Local utilization:
Drawn at 3 px/um. The die is cut into 12 by 12 equal tiles; black is low, pale yellow is high, 0 to 100% covered.
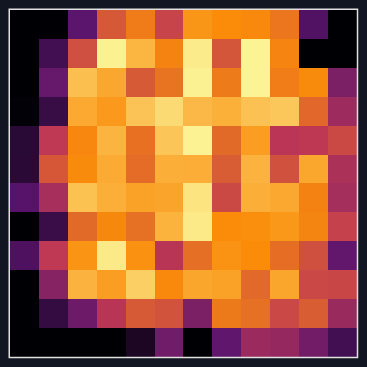
The metal 2 layer:
Drawn at 3 px/um.
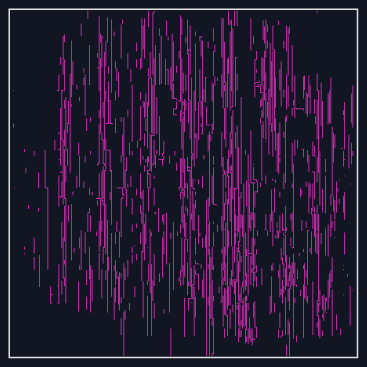
Sequential cells coloured by netlist name:
Drawn at 3 px/um. Other sequential cells in the stronger grey, the rest of the logic in the fainter grey.
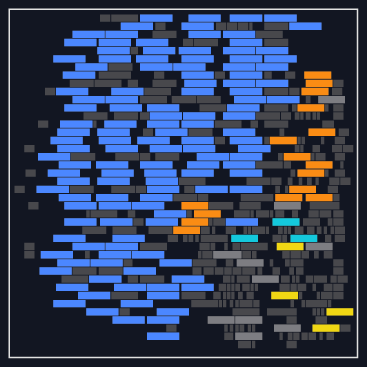
===== src/rtl/proc_pkg.sv =====
// Shared definitions for the program loader, the issue queue and the multicycle core.
package proc_pkg;

  localparam int IW_DEF = 16;
  localparam logic [15:0] EOF_DEF   = 16'h0000;
  localparam logic [15:0] INSTR_EOF = EOF_DEF;
  localparam logic [15:0] INSTR_NOP = 16'h8000;

  typedef enum logic [1:0] {
    IDLE = 2'd0,
    HOLD = 2'd1,
    HALT = 2'd2
  } issue_state_t;

endpackage


===== src/rtl/sync_fifo.sv =====
// Parametrised synchronous FIFO with registered count, sticky overflow on dropped pushes,
// and a combinational head word.
module sync_fifo #(
  parameter int W     = 16,
  parameter int DEPTH = 8
) (
  input  logic                     clk,
  input  logic                     rst,
  input  logic                     flush,
  input  logic                     wr_en,
  input  logic [W-1:0]             wr_data,
  input  logic                     rd_en,
  output logic [W-1:0]             rd_data,
  output logic                     full,
  output logic                     empty,
  output logic [$clog2(DEPTH):0]   count,
  output logic                     overflow
);

  localparam int AW = $clog2(DEPTH);
  localparam int CW = AW + 1;

  logic [W-1:0]  mem [DEPTH];
  logic [AW-1:0] wr_ptr;
  logic [AW-1:0] rd_ptr;
  logic          push;
  logic          pop;

  // Full is judged on the registered count, so a same-cycle pop never frees a slot.
  assign full    = (count == CW'(DEPTH));
  assign empty   = (count == '0);
  assign push    = wr_en && !full;
  assign pop     = rd_en && !empty;
  assign rd_data = mem[rd_ptr];

  always_ff @(posedge clk or posedge rst) begin
    if (rst) begin
      wr_ptr   <= '0;
      rd_ptr   <= '0;
      count    <= '0;
      overflow <= 1'b0;
    end else if (flush) begin
      wr_ptr   <= '0;
      rd_ptr   <= '0;
      count    <= '0;
      overflow <= 1'b0;
    end else begin
      if (push) wr_ptr <= wr_ptr + 1'b1;
      if (pop)  rd_ptr <= rd_ptr + 1'b1;
      if (push && !pop)
        count <= count + 1'b1;
      else if (pop && !push)
        count <= count - 1'b1;
      if (wr_en && full) overflow <= 1'b1;
    end
  end

  // Storage is data only; pointers being cleared is enough to discard it.
  always_ff @(posedge clk) begin
    if (push && !flush) mem[wr_ptr] <= wr_data;
  end

endmodule


===== src/rtl/instr_issue_queue.sv =====
// Buffers loader instructions and presents each to the core for HOLD_CYCLES cycles,
// halting once EOF_WORD is issued. Define ISSUE_CNT_EN to add the issue_count port.
module instr_issue_queue
  import proc_pkg::*;
#(
  parameter int          IW          = IW_DEF,
  parameter int          DEPTH       = 8,
  parameter int          HOLD_CYCLES = 6,
  parameter logic [IW-1:0] EOF_WORD  = IW'(EOF_DEF)
) (
  input  logic                   clk,
  input  logic                   rst,
  input  logic                   run,
  input  logic                   flush,
  input  logic                   wr_en,
  input  logic [IW-1:0]          wr_data,
  output logic                   full,
  output logic                   empty,
  output logic [$clog2(DEPTH):0] count,
  output logic                   overflow,
  output logic [IW-1:0]          instruction,
  output logic                   instr_start,
  output logic                   busy,
  output logic                   halted
`ifdef ISSUE_CNT_EN
  ,
  output logic [15:0]            issue_count
`endif
);

  localparam int HCW = (HOLD_CYCLES > 1) ? $clog2(HOLD_CYCLES) : 1;
  localparam logic [HCW-1:0] HOLD_LOAD = HCW'(HOLD_CYCLES - 1);

  issue_state_t   state;
  issue_state_t   state_nxt;
  logic [HCW-1:0] hold_cnt;
  logic           pop;
  logic           issue_ok;
  logic [IW-1:0]  head;

  sync_fifo #(
    .W     (IW),
    .DEPTH (DEPTH)
  ) u_fifo (
    .clk      (clk),
    .rst      (rst),
    .flush    (flush),
    .wr_en    (wr_en),
    .wr_data  (wr_data),
    .rd_en    (pop),
    .rd_data  (head),
    .full     (full),
    .empty    (empty),
    .count    (count),
    .overflow (overflow)
  );

  assign issue_ok = run && !empty;
  assign busy     = (state == HOLD);
  assign halted   = (state == HALT);

  always_comb begin
    state_nxt = state;
    pop       = 1'b0;
    unique case (state)
      IDLE: begin
        if (issue_ok) begin
          pop       = 1'b1;
          state_nxt = HOLD;
        end
      end
      HOLD: begin
        // End of hold window: EOF check takes precedence over a back-to-back issue.
        if (hold_cnt == '0) begin
          if (instruction == EOF_WORD) begin
            state_nxt = HALT;
          end else if (issue_ok) begin
            pop       = 1'b1;
            state_nxt = HOLD;
          end else begin
            state_nxt = IDLE;
          end
        end
      end
      HALT:    state_nxt = HALT;
      default: state_nxt = IDLE;
    endcase
  end

  always_ff @(posedge clk or posedge rst) begin
    if (rst) begin
      state       <= IDLE;
      hold_cnt    <= '0;
      instruction <= '0;
      instr_start <= 1'b0;
    end else if (flush) begin
      state       <= IDLE;
      hold_cnt    <= '0;
      instr_start <= 1'b0;
    end else begin
      state       <= state_nxt;
      instr_start <= pop;
      if (pop) begin
        instruction <= head;
        hold_cnt    <= HOLD_LOAD;
      end else if (state == HOLD && hold_cnt != '0) begin
        hold_cnt <= hold_cnt - 1'b1;
      end
    end
  end

`ifdef ISSUE_CNT_EN
  // Counts alongside instr_start; wraps naturally at 16 bits.
  always_ff @(posedge clk or posedge rst) begin
    if (rst)
      issue_count <= '0;
    else if (flush)
      issue_count <= '0;
    else if (pop)
      issue_count <= issue_count + 16'd1;
  end
`endif

endmodule


===== config.mk =====
export PLATFORM = sky130hd
export DESIGN_NAME = instr_issue_queue
export DESIGN_NICKNAME = d
export VERILOG_FILES = /design/src/rtl/proc_pkg.sv /design/src/rtl/sync_fifo.sv /design/src/rtl/instr_issue_queue.sv
export SDC_FILE = /design/constraint.sdc
export NUM_CORES = 1
export LEC_CHECK = 0
export ABC_CLOCK_PERIOD_IN_PS = 3420
export CAP_MARGIN = 0
export CELL_PAD_IN_SITES_DETAIL_PLACEMENT = 0
export CELL_PAD_IN_SITES_GLOBAL_PLACEMENT = 1
export CORE_UTILIZATION = 50
export CTS_CLUSTER_SIZE = 40
export DETAILED_ROUTE_END_ITERATION = 12
export PLACE_DENSITY = 0.87
export SLEW_MARGIN = 25
export SYNTH_ARGS = -nofsm -noshare
export SYNTH_HDL_FRONTEND = slang
export SYNTH_SLANG_ARGS = --single-unit

===== constraint.sdc =====
create_clock -name clk -period 3.42 [get_ports clk]
set_clock_uncertainty 0.15 [all_clocks]
set_input_delay 0.342 -clock clk [delete_from_list [all_inputs] [get_ports clk]]
set_output_delay 0.342 -clock clk [all_outputs]
set_load 0.005 [all_outputs]

==> flow_summary.yaml <==
# physical design summary
final_timing:
  fmax_ghz: 0.324
  worstMarginPinSlew_ns: 0.933
  layout_min_cycle_time_ns: 3.09
  post-route-period-util_pct: 90.2
setup_path:
  crit_fanout: 5
  crit_path_start_kind: "flop"
  critical_path_arrival_ns: 3.28
  required_ns: 3.62
  reg2regPathDepth: 10
placement:
  dp.final_hpwl_um: 7150
  io_buffers: 46
  dpl_cell_area_um2: 7190
cts:
  postCtsSetupBuffers: 0
  cts_tree: "done"
  clkTransAtPathRegs_ns: 0.06
  cts_hold_buf: 0
  clock_latency_ns: 0.42
pwr:
  p_comb_share_pct: 23.4
  p_sw_share_pct: 26.6
  clockPowerShare_pct: 32.4
  comb_power_mw: 1.30
  top_power_group: "sequential cells"
synthesis:
  synth-edff-count: 128
  ys_ff: 161
  avgSynthCellArea_um2: 18.0
  ys_seq_share_pct: 72.4
  synthCells: 359
  ys_sh_mux_pct: 14.3
  ys_chip_area_um2: 6450
  ys_types: 39
final_layout:
  stdcell_area_um2: 7760
die:
  dieArea_um2: 13400
  rows: 41
  die_h_um: 116
min_path:
  hp-class: "input pin to async pin"
job:
  cap_violations: 0
run_status:
  status: "finished, final reports clean"
drt:
  drtAntennaViolNets: 0
## Picture notes: 'local utilization'
nearly empty tiles	11%
fullest tile	97%
emptiest ninth of the die	bottom left
tiles over 75% full	33%
mean over tiles	56%
total core area: 12,600 um^2
Core Util, Final: 61.5%
fp util: 51.1%

## Picture notes: 'the metal 2 layer'
nets with wire on the layer	399
share of all routed wire	50%
met2 usage in global routing: 31.5%
Vias: 3,317

## Picture notes: 'sequential cells coloured by netlist name'
colour	signal	flops
yellow	u_fifo.count	4
cyan	hold_cnt	3
orange	instruction	16
blue	u_fifo.mem	128
not coloured	10
register area: 4670 um^2
flip-flop and latch power: 2.47 mW
sequential share of cell area: 60.2%

==> cell usage after synthesis (2+ instances only) <==
master / instances / area (um^2)
nand2_1: 30 / 113
dfrtp_1: 33 / 826
xnor2_1: 3 / 26.3
a21oi_1: 8 / 40.0
clkbuf_1: 9 / 33.8
a21o_1: 2 / 15.0
xor2_1: 2 / 17.5
nand3_1: 2 / 10.0
ha_1: 6 / 75.1
buf_2: 6 / 30.0
nor2_1: 21 / 78.8
edfxtp_1: 128 / 3840
mux2_1: 2 / 22.5
inv_1: 9 / 33.8
or4_4: 3 / 33.8
nor3_1: 3 / 15.0
mux4_2: 32 / 721
nor2b_1: 3 / 18.8
o21ai_0: 16 / 80.1
mux2i_1: 18 / 180
nand2b_1: 2 / 12.5
nor4_1: 4 / 25.0
==> critical path: cells and delay by family (launching register included) <==
family,cells,cell delay [ns]
adder cells (fa/ha/maj),1,0.28
AND/OR/NAND/NOR,4,0.98
flip-flops,1,0.39
AND-OR/OR-AND,4,1.13
multiplexers,1,0.10
==> metrics by stage <==
stage                     hold slack, ns  setup WS [ns]  power (mW)  cells  util (%)
after floorplan                    0.291          0.198        3.31    359         -
after global placement             0.328          0.409        3.79    575      57.0
after detailed placement           0.339          0.365        3.83    575      57.0
after CTS                          0.271          0.341        5.64    606      61.5
after global routing               0.312          0.228        5.85    606      61.5
final                              0.253          0.334        5.58    606      61.5
==> final cells by class <==
| type | instances | area [um^2] |
|---|---|---|
| fill | 922 | 4860 |
| sequential | 161 | 4670 |
| multi-input combinational | 172 | 1690 |
| timing repair buffer | 61 | 586 |
| clock buffer | 19 | 433 |
| tap | 172 | 215 |
| clock inverter | 12 | 135 |
| inverter | 9 | 33.8 |
==> per-layer routing <==
metal  share of wire (%)  up-vias
li1                    -     1520
met1                  44     1713
met2                  50       71
met3                 4.4       13
met4                 1.3        0
met5                   0        -
==> layout by cell type (no fill, tap or decap), types with 2 or more instances in the layout <==
master           netlist  routed
a21o_1                 2       2
a21oi_1                8       8
buf_4                  0      14
bufinv_16              0       2
clkbuf_1               9       2
clkbuf_16              0      17
clkdlybuf4s50_1        0      46
clkinv_4               0       3
clkinvlp_4             0       3
dfrtp_1               33      32
edfxtp_1             128     128
ha_1                   6       6
inv_1                  9       9
inv_6                  0       2
mux2_1                 2       2
mux2i_1               18      18
mux4_2                32      32
nand2_1               30      30
nand2b_1               2       2
nand3_1                2       2
nor2_1                21      21
nor2b_1                3       3
nor3_1                 3       3
nor4_1                 4       2
nor4_2                 0       2
o21ai_0               16      16
or4_4                  3       3
xnor2_1                3       3
xor2_1                 2       2
==> how the worst min path moves through the flow <==
stage                    start               end  depth (start not counted)
2_1_floorplan       wr_data[0]  u_fifo.mem[0][0]                          0
3_3_place_gp   u_fifo.overflow   u_fifo.overflow                          2
3_5_place_dp   u_fifo.overflow   u_fifo.overflow                          2
4_1_cts                    rst          state[0]                          2
5_1_grt                    rst          state[0]                          2
6_report                   rst          state[0]                          2
==> sequential cells by signal, indices dropped and copies added (netlist names), 2 cells and up <==
register and count:
hold_cnt 3, instruction 16, u_fifo.mem 128, u_fifo.rd_ptr 3, u_fifo.count 4, state 2, u_fifo.wr_ptr 3
Power is estimated from default activity; no workload was simulated.
